File: src/rtl/usb_rx_phy.sv
// rtl/usb_rx_phy.sv - full-speed USB receive PHY: line sync, DPLL phase, NRZI decode, unstuff, byte assembly
//
// Purpose: recovers bytes from the D+/D- pair at 4x oversampling (48 MHz clk, 12 Mbit/s line).
// Ports:
//   clk        48 MHz system clock
//   rst        synchronous active-high reset
//   dp_i/dn_i  asynchronous D+/D- line levels
//   rx_en      receive enable (low while the device transmits)
//   rx_data    last received byte, LSB first on the wire, held between strobes
//   rx_valid   one-cycle strobe qualifying rx_data
//   rx_active  high from SYNC completion until packet end or abort
//   rx_err     one-cycle strobe on a receive error
//   line_state synchronised {dp,dn}: 10=J, 01=K, 00=SE0, 11=SE1
// Build option: define USB_RX_STUFF_ERR_EN to treat a 1 in a stuffed-bit slot as an error.
module usb_rx_phy #(
    parameter int SYNC_STAGES = 2
) (
    input  logic       clk,
    input  logic       rst,
    input  logic       dp_i,
    input  logic       dn_i,
    input  logic       rx_en,
    output logic [7:0] rx_data,
    output logic       rx_valid,
    output logic       rx_active,
    output logic       rx_err,
    output logic [1:0] line_state
);

    localparam logic [1:0] LS_SE0 = 2'b00;
    localparam logic [1:0] LS_K   = 2'b01;
    localparam logic [1:0] LS_J   = 2'b10;
    localparam logic [1:0] LS_SE1 = 2'b11;

    typedef enum logic [1:0] {ST_IDLE, ST_SYNC, ST_DATA, ST_EOP} state_t;

    logic [SYNC_STAGES-1:0] dp_sync_q, dn_sync_q;
    logic [1:0] ls, ls_prev_q;
    logic [1:0] phase_q, phase_cur;
    logic       line_edge, sample, bit_one;

    state_t     state_q, state_d;
    logic [1:0] prev_level_q, prev_level_d;
    logic [2:0] zero_cnt_q, zero_cnt_d;
    logic [2:0] ones_cnt_q, ones_cnt_d;
    logic [2:0] bit_cnt_q, bit_cnt_d;
    logic [7:0] shift_q, shift_d;
    logic [7:0] rx_data_q, rx_data_d;
    logic       rx_valid_q, rx_valid_d;
    logic       rx_err_q, rx_err_d;

    assign ls = {dp_sync_q[SYNC_STAGES-1], dn_sync_q[SYNC_STAGES-1]};

    // Only J<->K changes re-align the bit clock; SE0/SE1 excursions let it free-run.
    assign line_edge = ((ls == LS_J) && (ls_prev_q == LS_K)) ||
                       ((ls == LS_K) && (ls_prev_q == LS_J));
    // The edge cycle itself is phase 0, so the sample lands two clocks into the bit,
    // which tolerates 3..5 clock bit periods.
    assign phase_cur = line_edge ? 2'd0 : phase_q + 2'd1;
    assign sample    = (phase_cur == 2'd2);
    assign bit_one   = (ls == prev_level_q);

    always_ff @(posedge clk) begin
        if (rst) begin
            dp_sync_q    <= '0;
            dn_sync_q    <= '0;
            ls_prev_q    <= LS_SE0;
            phase_q      <= 2'd0;
            state_q      <= ST_IDLE;
            prev_level_q <= LS_J;
            zero_cnt_q   <= 3'd0;
            ones_cnt_q   <= 3'd0;
            bit_cnt_q    <= 3'd0;
            shift_q      <= 8'h00;
            rx_data_q    <= 8'h00;
            rx_valid_q   <= 1'b0;
            rx_err_q     <= 1'b0;
        end else begin
            dp_sync_q    <= {dp_sync_q[SYNC_STAGES-2:0], dp_i};
            dn_sync_q    <= {dn_sync_q[SYNC_STAGES-2:0], dn_i};
            ls_prev_q    <= ls;
            phase_q      <= phase_cur;
            state_q      <= state_d;
            prev_level_q <= prev_level_d;
            zero_cnt_q   <= zero_cnt_d;
            ones_cnt_q   <= ones_cnt_d;
            bit_cnt_q    <= bit_cnt_d;
            shift_q      <= shift_d;
            rx_data_q    <= rx_data_d;
            rx_valid_q   <= rx_valid_d;
            rx_err_q     <= rx_err_d;
        end
    end

    always_comb begin
        state_d      = state_q;
        prev_level_d = sample ? ls : prev_level_q;
        zero_cnt_d   = zero_cnt_q;
        ones_cnt_d   = ones_cnt_q;
        bit_cnt_d    = bit_cnt_q;
        shift_d      = shift_q;
        rx_data_d    = rx_data_q;
        rx_valid_d   = 1'b0;
        rx_err_d     = 1'b0;

        case (state_q)
            ST_IDLE: begin
                prev_level_d = LS_J;
                zero_cnt_d   = 3'd0;
                ones_cnt_d   = 3'd0;
                bit_cnt_d    = 3'd0;
                if (ls == LS_K) begin
                    state_d = ST_SYNC;
                end
            end
            ST_SYNC: begin
                if (sample) begin
                    if ((ls == LS_SE0) || (ls == LS_SE1)) begin
                        state_d = ST_IDLE;
                    end else if (bit_one) begin
                        if (zero_cnt_q >= 3'd5) begin
                            state_d    = ST_DATA;
                            // The closing 1 of SYNC already counts toward the stuffing run.
                            ones_cnt_d = 3'd1;
                            bit_cnt_d  = 3'd0;
                        end else begin
                            state_d = ST_IDLE;
                        end
                    end else if (zero_cnt_q != 3'd5) begin
                        zero_cnt_d = zero_cnt_q + 3'd1;
                    end
                end
            end
            ST_DATA: begin
                if (sample) begin
                    if (ls == LS_SE0) begin
                        state_d  = ST_EOP;
                        rx_err_d = (bit_cnt_q != 3'd0);
                    end else if (ls == LS_SE1) begin
                        state_d  = ST_IDLE;
                        rx_err_d = 1'b1;
                    end else if (ones_cnt_q == 3'd6) begin
                        ones_cnt_d = 3'd0;
`ifdef USB_RX_STUFF_ERR_EN
                        if (bit_one) begin
                            state_d  = ST_IDLE;
                            rx_err_d = 1'b1;
                        end
`else
                        // A 1 in the stuffed slot is dropped just like the expected 0.
`endif
                    end else begin
                        shift_d    = {bit_one, shift_q[7:1]};
                        ones_cnt_d = bit_one ? ones_cnt_q + 3'd1 : 3'd0;
                        bit_cnt_d  = bit_cnt_q + 3'd1;
                        if (bit_cnt_q == 3'd7) begin
                            rx_data_d  = {bit_one, shift_q[7:1]};
                            rx_valid_d = 1'b1;
                        end
                    end
                end
            end
            ST_EOP: begin
                if (ls == LS_J) begin
                    state_d = ST_IDLE;
                end else if ((ls == LS_K) || (ls == LS_SE1)) begin
                    state_d  = ST_IDLE;
                    rx_err_d = 1'b1;
                end
            end
            default: state_d = ST_IDLE;
        endcase

        // Transmit turnaround wins over everything and aborts silently.
        if (!rx_en) begin
            state_d    = ST_IDLE;
            rx_data_d  = rx_data_q;
            rx_valid_d = 1'b0;
            rx_err_d   = 1'b0;
        end
    end

    assign rx_data    = rx_data_q;
    assign rx_valid   = rx_valid_q;
    assign rx_err     = rx_err_q;
    assign rx_active  = (state_q == ST_DATA) || (state_q == ST_EOP);
    assign line_state = ls;

endmodule

File: config.mk
export PLATFORM = sky130hd
export DESIGN_NAME = usb_rx_phy
export DESIGN_NICKNAME = d
export VERILOG_FILES = /design/src/rtl/usb_rx_phy.sv
export SDC_FILE = /design/constraint.sdc
export NUM_CORES = 1
export LEC_CHECK = 0
export CORE_MARGIN = 8
export CORE_UTILIZATION = 60
export DETAILED_ROUTE_END_ITERATION = 16
export PLACE_DENSITY = 0.83
export SYNTH_ARGS = -nofsm -noshare
export SYNTH_HDL_FRONTEND = slang
export SYNTH_SLANG_ARGS = --single-unit
File: constraint.sdc
create_clock -name clk -period 5.7 [get_ports clk]
set_clock_uncertainty 0.1 [all_clocks]
set_input_delay 1.14 -clock clk [delete_from_list [all_inputs] [get_ports clk]]
set_output_delay 1.14 -clock clk [all_outputs]
set_load 0.01 [all_outputs]
==> changes_impl.md, run 1 <==
### Changed

- Primary FF master, synth: dfxtp_1
- Upper clock frequency limit: ~0.32 GHz
- Flops out of synthesis: 38
- Clock buffers: 5
- Number of port buffers: 17
- Setup WS post-layout: approximately 2.6 ns
- Result of the run: complete, no violations
- Most common cell after layout, fill and taps aside: dfxtp_1
- Number of H-tree levels: 2
- Number of setup violations in the final report: 0
- Power density cells: 250 mW/mm^2
- Cell internal pwr: roughly 420 uW
- Synth Instances: around 200
- Cell Type Count: 49
- Post-route DRC violation count: 0
- Max Fanout on Critical Path: 7
- Ratio of cells with drive above 1 in the final layout: 0.0783
- Most used standard cell by instance count after synthesis: dfxtp_1
- Initial antenna violation count: 0
- Reg-to-Reg Start: dn_sync_q[1]
- Highest metal layer used by the detailed router: met4
- Die Y-Extent: approximately 70 um
- Largest class: logic gates
- Net count, final: roughly 240
- Area Growth Syn to Fin: 15.7%
- Critical path class: reg -> out
- Share of the final layout cell area in multi-input gates: 0.467
- Power consumed by combinational cells: between 30 and 40 uW
- GRT Max-Usage Layer: met2
- Clock period minus final worst setup slack: roughly 3.1 ns
- Setup_tns: 0 ns
- Clock tree root driver cell: clkbuf_4
- Sequential share of the synthesized area: 0.411
- # clock sinks: 38
- Tcrit/Tclk final: 0.543
- Area of the mapped netlist: 0.00185 sq mm
- Post-CTS setup buffer count: 0
- Combinational gate area: 0.00100 sq mm
- Number of primary I/O pins: 18
- Non-clock buffer share of cell area: 0.0829
- Via count normalized by instance count: roughly 6.0
- Total number of yosys warnings: 0
- Number of max-slew violations in the final report: 0
- Number of hold violations in the final report: 0
- Std-Cell Rows: 20
- RSZ-0062 raised after global routing: false
- Share of synthesized registers carrying an async set or reset: 0
- Aggregate global-route resource usage: 0.169
- Transition time at the pin with the least slew margin: about 0.63 ns
- Clk network pwr share: 0.432
- Start point of the critical path: state_q[0]
- GR met3 Demand/Resource: 0.0446
- Multi-input gates: around 140
- Net switching component of the power: approximately 120 uW
- Proportion of total power due to net switching: 0.218
- Data required time of the worst path: between 4 and 5 ns
- Later-pin clock latency in the skew report: approximately 0.35 ns
- Highest-count cells in the layout ignoring fill and taps: dfxtp_1, nor2_1, clkdlybuf4s50_1
- Seq pwr share: 0.508
- Final cell count without fillers: between 200 and 300
- Met1 WL: around 1.7 mm
- Clock net power: about 230 uW
- Most numerous cell types in the synthesized netlist: dfxtp_1, nor2_1
- Number of enable-type register cells in the synthesized netlist: 0
- Horizontal extent of the die: just over 70 um
- Reg clk slew, reported paths: 0.12 ns
- Cell area after layout: roughly 0.0021 sq mm
- Final HPWL from detailed placement: 2.92 mm
- Maximum vdd ir drop: 0.244 mV
- Total wire length after detailed routing: 3.98 mm
- Inserted Clock Buffers: 5
- Hold crit path type: reg -> reg
- Count of nets left with antenna violations after detail routing: 0
- P_seq: 272 uW
- OpenROAD warning count: 35
- Non-clock buffer count in the final layout: 18
- Max reg flops: 8
- Fp_density: 0.617
- Cells taking the most area after synthesis: dfxtp_1, ha_1, mux2i_1
- Static leakage: 0.000857 uW
- Worst slack, placed: 3.00 ns
- Die ar.: about 0.0051 sq mm
- Vias in the first global route: 1485
- Buffers from clock root to sink, at most: 2
- Portion of synthesized cell area occupied by the leading cell type: 0.411
- Inverters: 15
- Initial DRT Pass Iterations: 4
- Antenna diode count: 0
- Total number of vias: about 1500
- Amount of wire on met3 after detailed routing: 216 um
- CTS tree: done
- First DRT Iteration DRCs: 147
- Category of the worst setup path launch point: flop
- Launch instance of the worst min-delay path: dn_sync_q[0]
- Max-cap violations: 0
- First-pass GRT wire length: roughly 6.9 mm
- Register share of the cell area: 0.355
- Met1 Track Usage GR: 0.191
- Post-cts repair resize count: 0
- Final Wtd Congestion: around 0.94
- Placed standard-cell area: between 0.002 and 0.0025 sq mm
- Slew margin rel.: 0.579
- Cell type with the largest total area: dfxtp_1
- Number of cells in Yosys stat: 198
- Portion of the layout cell area used by clock cells: 0.0496
[run 1: worst max-delay path, cell delays in order, from the launching register on]
cell             delay, ns
dfxtp_1               0.35
inv_1                 0.11
ha_1                  0.30
inv_1                 0.14
nand2_1               0.08
clkdlybuf4s50_1       0.53
[run 1: final timing paths]
kind,to,slack (ns),depth (start not counted)
max reg2reg,rx_data[7],2.97,7
min reg2reg,dn_sync_q[1],0.35,1
max,rx_active,2.61,5
min,dn_sync_q[1],0.35,1
[run 1: cells by family after synthesis]
logic type,count (synthesis),synth area share
AND-OR/OR-AND,28,0.117
XOR/XNOR,3,0.0142
adder cells (fa/ha/maj),15,0.101
buffers and inverters,22,0.0493
flip-flops,38,0.411
multiplexers,17,0.0932
AND/OR/NAND/NOR,75,0.215
### Metal layers overlaid, run 1

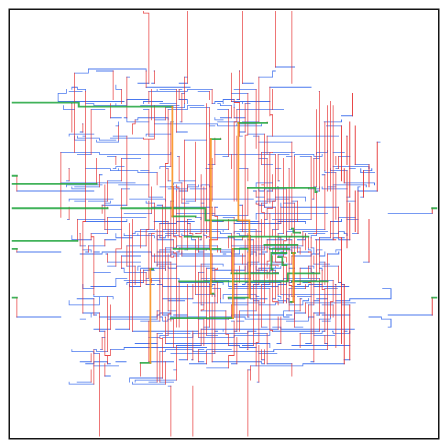
- green: met3 (wire length 216 um)
- red: met2 (wire length 1940 um)
- orange: met4 (wire length 111 um)
- blue: met1 (wire length 1720 um)

### Close-up of the layout, run 1

Window x 16 to 56, y 1 to 41 um. Cells in gray, sequential cells in the stronger gray; small squares are vias.
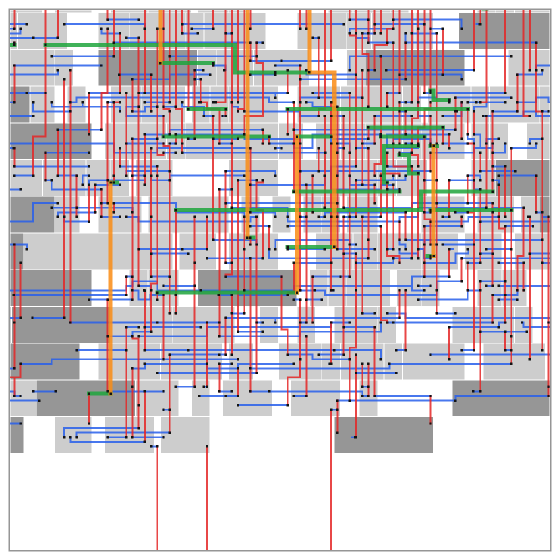
- orange: met4
- blue: met1
- red: met2
- green: met3
- netlist names of flops here include: ls_prev_q (2), prev_level_q (2)
- sequential cells in the window: 12
- cells with their middle in the window: 119
- most frequent: inv_1 (12), dfxtp_1 (12)

### Cell placement, run 1

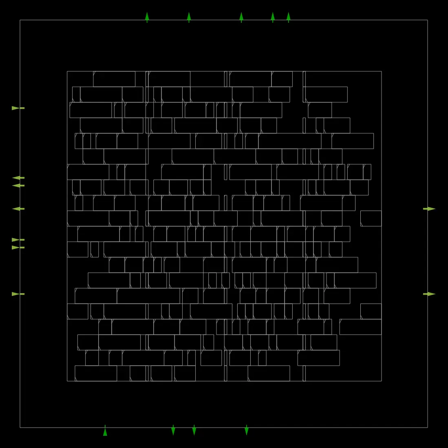
fillcell total: 226
area inside the core boundary: 0.00300 sq mm
final standard cell utilization of the core: 0.714

## Run 2: what changed since run 1
Settings changed: CORE_UTILIZATION 60 to 50, PLACE_DENSITY 0.83 to 0.74.
Clock period 5.7 ns to 2.6 ns, I/O delays scaled along.
### Cell placement, run 2

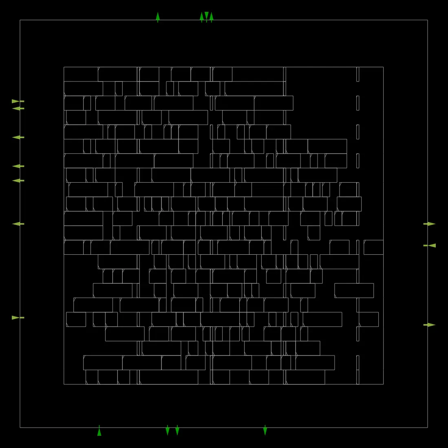
final cell count without fillers: 267
final standard cell utilization of the core: 0.612

### Metal layers overlaid, run 2

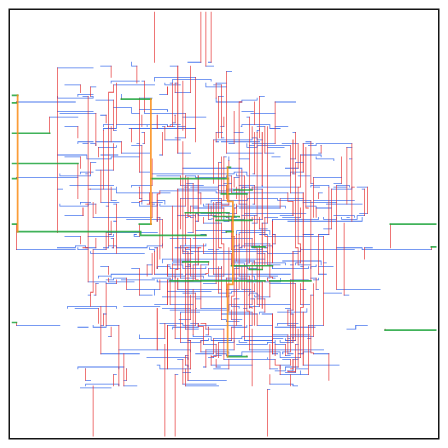
- blue: met1 (wire length 1720 um)
- green: met3 (wire length 168 um)
- red: met2 (wire length 1750 um)
- orange: met4 (wire length 82.8 um)

==> run 2 against run 1 <==
Against the previous run: setup slack worse by 2.4 ns; design area increased by 3.0%; worst hold slack got worse by 0.0072 ns; utilization decreased by 10 points.
==> changes_impl.md, run 2 <==
### Changed

- Worst setup path end: ones_cnt_q[1]
- Max reg flops: 8
- Setup_tns: 0 ns
- Area inside the core boundary: around 0.0036 sq mm
- Antenna diode count: 0
- Fp_density: 0.514
- Highest metal layer used by the detailed router: met4
- Worst path top cell family by delay: simple AND/OR/NAND/NOR gates
- Most used standard cell by instance count after synthesis: dfxtp_1
- First-pass GRT wire length: between 6 and 7 mm
- Start point of the critical path: dn_sync_q[1]
- Area fraction in mux cells: 0.0932
- Aggregate global-route resource usage: 0.133
- Critical path class: reg -> reg
- WP buf/inv: 1
- Depth of the worst register-to-register path: 7
- First DRT Iteration DRCs: roughly 80
- Cell type with the largest total area: dfxtp_1
- Upper clock frequency limit: 0.411 GHz
- Crit-path cells: inv_1 > ha_1 > and3b_4 > nor3_4 > a41oi_2 > or4_1 > a21oi_1
- Post-CTS setup buffer count: 0
- Transition time at the pin with the least slew margin: about 0.45 ns
- Max-cap violations: 0
- Cell with the biggest individual delay on the critical path: or4_1
- Count of nets left with antenna violations after detail routing: 0
- Endpoint, Worst Hold: dp_sync_q[1]
- Post-route DRC violation count: 0
- Max Fanout on Critical Path: 6
- Final Wtd Congestion: between 0.8 and 0.9
- Power density cells: 572 mW/mm^2
- Number of setup violations in the final report: 0
- Simple Share, Synth: 0.215
- Cell area after layout: 0.00221 sq mm
- Std-Cell Rows: 22
- Area share of and-or/or-and cells after synthesis: 0.117
- Slack of the worst reg-to-reg path: about 0.17 ns
- Number of max-slew violations in the final report: 0
- Synth Instances: between 150 and 200
- Amount of wire on met3 after detailed routing: around 170 um
- FA/HA/MAJ Cells, Area Fraction: 0.101
- Clock period minus final worst setup slack: between 2 and 2.5 ns
- Buffers from clock root to sink, at most: 2
- Primary FF master, synth: dfxtp_1
- Worst reg2reg endpoint: ones_cnt_q[1]
- RSZ-0062 raised after global routing: false
- Flops out of synthesis: 38
- Category of the worst setup path launch point: flop
- Portion of synthesized cell area occupied by the leading cell type: 0.411
- Number of cells in Yosys stat: between 150 and 200
- Comb area leader: simple AND/OR/NAND/NOR gates
- Inserted Clock Buffers: 5
- Vias in the first global route: approximately 1400
- Stages on worst setup path: 7
- Initial antenna violation count: 0
- Xor/xnor cell area share of the yosys netlist: 0.0142
- Number of primary I/O pins: 18
- Worst slack, placed: 0.257 ns
- Data required time of the worst path: 2.72 ns
- OpenROAD warning count: 35
- Number of port buffers: 17
- # clock sinks: 38
- Result of the run: complete, no violations
- Area Growth Syn to Fin: 19.2%
- CTS tree: done
- Tcrit/Tclk final: 0.935
- Final HPWL from detailed placement: roughly 2.7 mm
- Die ar.: 0.00591 sq mm
- Die Y-Extent: roughly 77 um
- Total number of vias: between 1000 and 1500
- Met1 WL: roughly 1.7 mm
- Reg clk slew, reported paths: approximately 0.07 ns
- Maximum vdd ir drop: 0.410 mV
- Setup WS post-layout: approximately 0.17 ns
- Number of enable-type register cells in the synthesized netlist: 0
- Sequential share of the synthesized area: 0.411
- Reg-to-Reg Start: dn_sync_q[1]
- GR met3 Demand/Resource: 0.0396
- Highest-count cells in the layout ignoring fill and taps: dfxtp_1, nor2_1, clkdlybuf4s50_1
- Horizontal extent of the die: 76.9 um
==> run 2: cell count changes in the layout (fill, tap and decap cells not counted) <==
cell and change:
clkbuf_8 +5, buf_4 +2, clkbuf_4 -5
==> run 2: power by group <==
part / switching (uW) / internal (uW) / total, uW
Sequential: 6.47 / 589 / 596
Combinational: 41.3 / 28.6 / 69.9
Clock: 213 / 384 / 597
Total: 261 / 1000 / 1260
==> run 2: cell type report <==
type / count / area [sq um] / share of cell area
Multi-Input combinational cell: 138 / 1000 / 0.453
Sequential cell: 38 / 761 / 0.344
Timing Repair Buffer: 20 / 193 / 0.0873
Clock buffer: 5 / 68.8 / 0.0312
Clock inverter: 3 / 68.8 / 0.0312
Tap cell: 48 / 60.1 / 0.0272
Inverter: 15 / 56.3 / 0.0255
## Run 3: what changed since run 2
Settings changed: CAP_MARGIN set to 0, CORE_ASPECT_RATIO set to 1.75, CORE_UTILIZATION 50 to 56, DONT_BUFFER_PORTS set to 1.
### Routed clock nets over the placement, run 3

The bar under the picture is 20 um long.
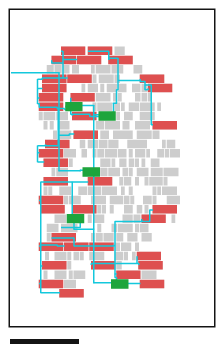
- red: flip-flops (count 38)
- green: cells driving clock nets (count 5)
- cyan: clock wires (length 438 um)
- routed clock nets: 6
Clock net power: 415 uW
Clk network pwr share: 0.389
later-pin clock latency in the skew report: 0.29 ns

### Cell placement, run 3

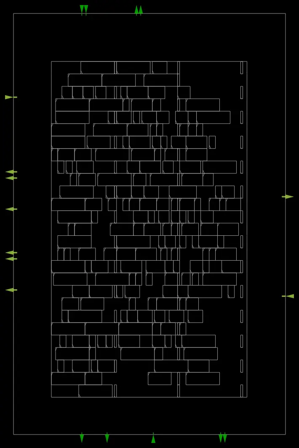
area inside the core boundary: 0.00314 sq mm
FFs & Latches: 38
Std-Cell Rows: 27

==> run 3 against run 2 <==
Against the previous run: worst hold slack worse by 0.14 ns; design area is 9.9% lower; setup slack lost 0.0029 ns; clock power shrank about 30%; sequential cell count did not move; largest power group is now sequential cells.
==> changes_impl.md, run 3 <==
### Changed

- Result of the run: complete, no violations
- Die ar.: ~0.0055 sq mm
- Largest class: logic gates
- WP buf/inv: 1
- Total number of vias: 1406
- Count of nets left with antenna violations after detail routing: 0
- Area of the mapped netlist: 0.00185 sq mm
- Fp_density: 0.590
- Clock buffers: 6
- # clock sinks: 38
- Hold crit path type: in -> reg
- Synth Instances: 198
- First-pass GRT wire length: between 6 and 7 mm
- Buffers from clock root to sink, at most: 2
- Area share of and-or/or-and cells after synthesis: 0.117
- Static leakage: approximately 0.00080 uW
- Upper clock frequency limit: about 0.4 GHz
- Area Growth Syn to Fin: 7.36%
- Aggregate global-route resource usage: 0.156
- Clock period minus final worst setup slack: about 2.4 ns
- Combinational gate area: 0.00100 sq mm
- Initial antenna violation count: 0
- Cell Type Count: 49
- Max reg flops: 8
- Total number of yosys warnings: 0
- Area fraction in mux cells: 0.0932
- Most used standard cell by instance count after synthesis: dfxtp_1
- Multi-input gates: around 140
- Seq pwr share: 0.559
- Final HPWL from detailed placement: 3.00 mm
- Power consumed by combinational cells: between 50 and 60 uW
- First DRT Iteration DRCs: approximately 50
- Number of hold violations in the final report: 0
- Cells taking the most area after synthesis: dfxtp_1, ha_1, mux2i_1
- Highest-count cells in the layout ignoring fill and taps: dfxtp_1, nor2_1
- Initial DRT Pass Iterations: 6
- Number of port buffers: 0
- Sequential share of the synthesized area: 0.411
- Post-route DRC violation count: 0
- Worst slack, placed: about 0.21 ns
- Total wire length after detailed routing: between 3 and 4 mm
- Max-cap violations: 0
- Final cell count without fillers: 245
- Ratio of cells with drive above 1 in the final layout: 0.0941
- Flops out of synthesis: 38
- Inverters: 15
- Proportion of total power due to net switching: 0.227
- Via count normalized by instance count: between 5 and 6
- Slowest stage delay, CP: between 0.5 and 0.6 ns
- Fillcell total: between 200 and 300
- Maximum vdd ir drop: approximately 0.47 mV
- Net switching component of the power: between 200 and 250 uW
- Comb area leader: simple AND/OR/NAND/NOR gates
- Highest metal layer used by the detailed router: met4
- Storage cell area: about 760 sq um
- Setup_tns: 0 ns
- Number of H-tree levels: 2
- Net count, final: 221
- Cell type with the largest total area: dfxtp_1
- Most numerous cell types in the synthesized netlist: dfxtp_1, nor2_1
- Cell internal pwr: between 800 and 900 uW
- Amount of wire on met3 after detailed routing: 225 um
- Data required time of the worst path: approximately 2.7 ns
- Category of the worst setup path launch point: flop
- Horizontal extent of the die: between 50 and 60 um
- Inserted Clock Buffers: 5
- Number of setup violations in the final report: 0
- Non-clock buffer count in the final layout: 3
- Final Wtd Congestion: 0.942
- Cell with the biggest individual delay on the critical path: or4_1
- OpenROAD warning count: 35
- Number of cells in Yosys stat: a little under 200
- Max Fanout on Critical Path: 6
- Met1 Track Usage GR: 0.155
- Vias in the first global route: around 1400
- Number of primary I/O pins: 18
- Tcrit/Tclk final: 0.936
- GR met3 Demand/Resource: 0.0420
- Tap cells: around 43
- Placed standard-cell area: ~0.0019 sq mm
- Post-cts repair resize count: 0
- Power group with the highest consumption: sequential cells
- Simple Share, Synth: 0.215
- RSZ-0062 raised after global routing: false
- FA/HA/MAJ Cells, Area Fraction: 0.101
- Non-clock buffer share of cell area: 0.0113
- Setup WS post-layout: around 0.17 ns
- Met1 WL: around 1.5 mm
-- run 3: worst register-to-register path: stages (launching register included) --
cell     delay (ns)
dfxtp_1        0.47
inv_1          0.13
ha_1           0.25
and3b_1        0.23
nor3_4         0.27
a41oi_2        0.24
or4_1          0.54
a21oi_1        0.15
-- run 3: worst paths after layout --
kind	slack [ns]	start	end	cells after the start
max	0.17	dp_sync_q[1]	ones_cnt_q[1]	7
min	0.20	rst	rx_data[4]	1
max reg2reg	0.17	dp_sync_q[1]	ones_cnt_q[1]	7
min reg2reg	0.34	dp_sync_q[0]	dp_sync_q[1]	1
-- run 3: kinds of logic after synthesis --
logic type / after synthesis
AND/OR/NAND/NOR: 75
XOR/XNOR: 3
adder cells (fa/ha/maj): 15
multiplexers: 17
flip-flops: 38
AND-OR/OR-AND: 28
buffers and inverters: 22
Power figures rest on the tool's default switching activity, not on a simulated workload.
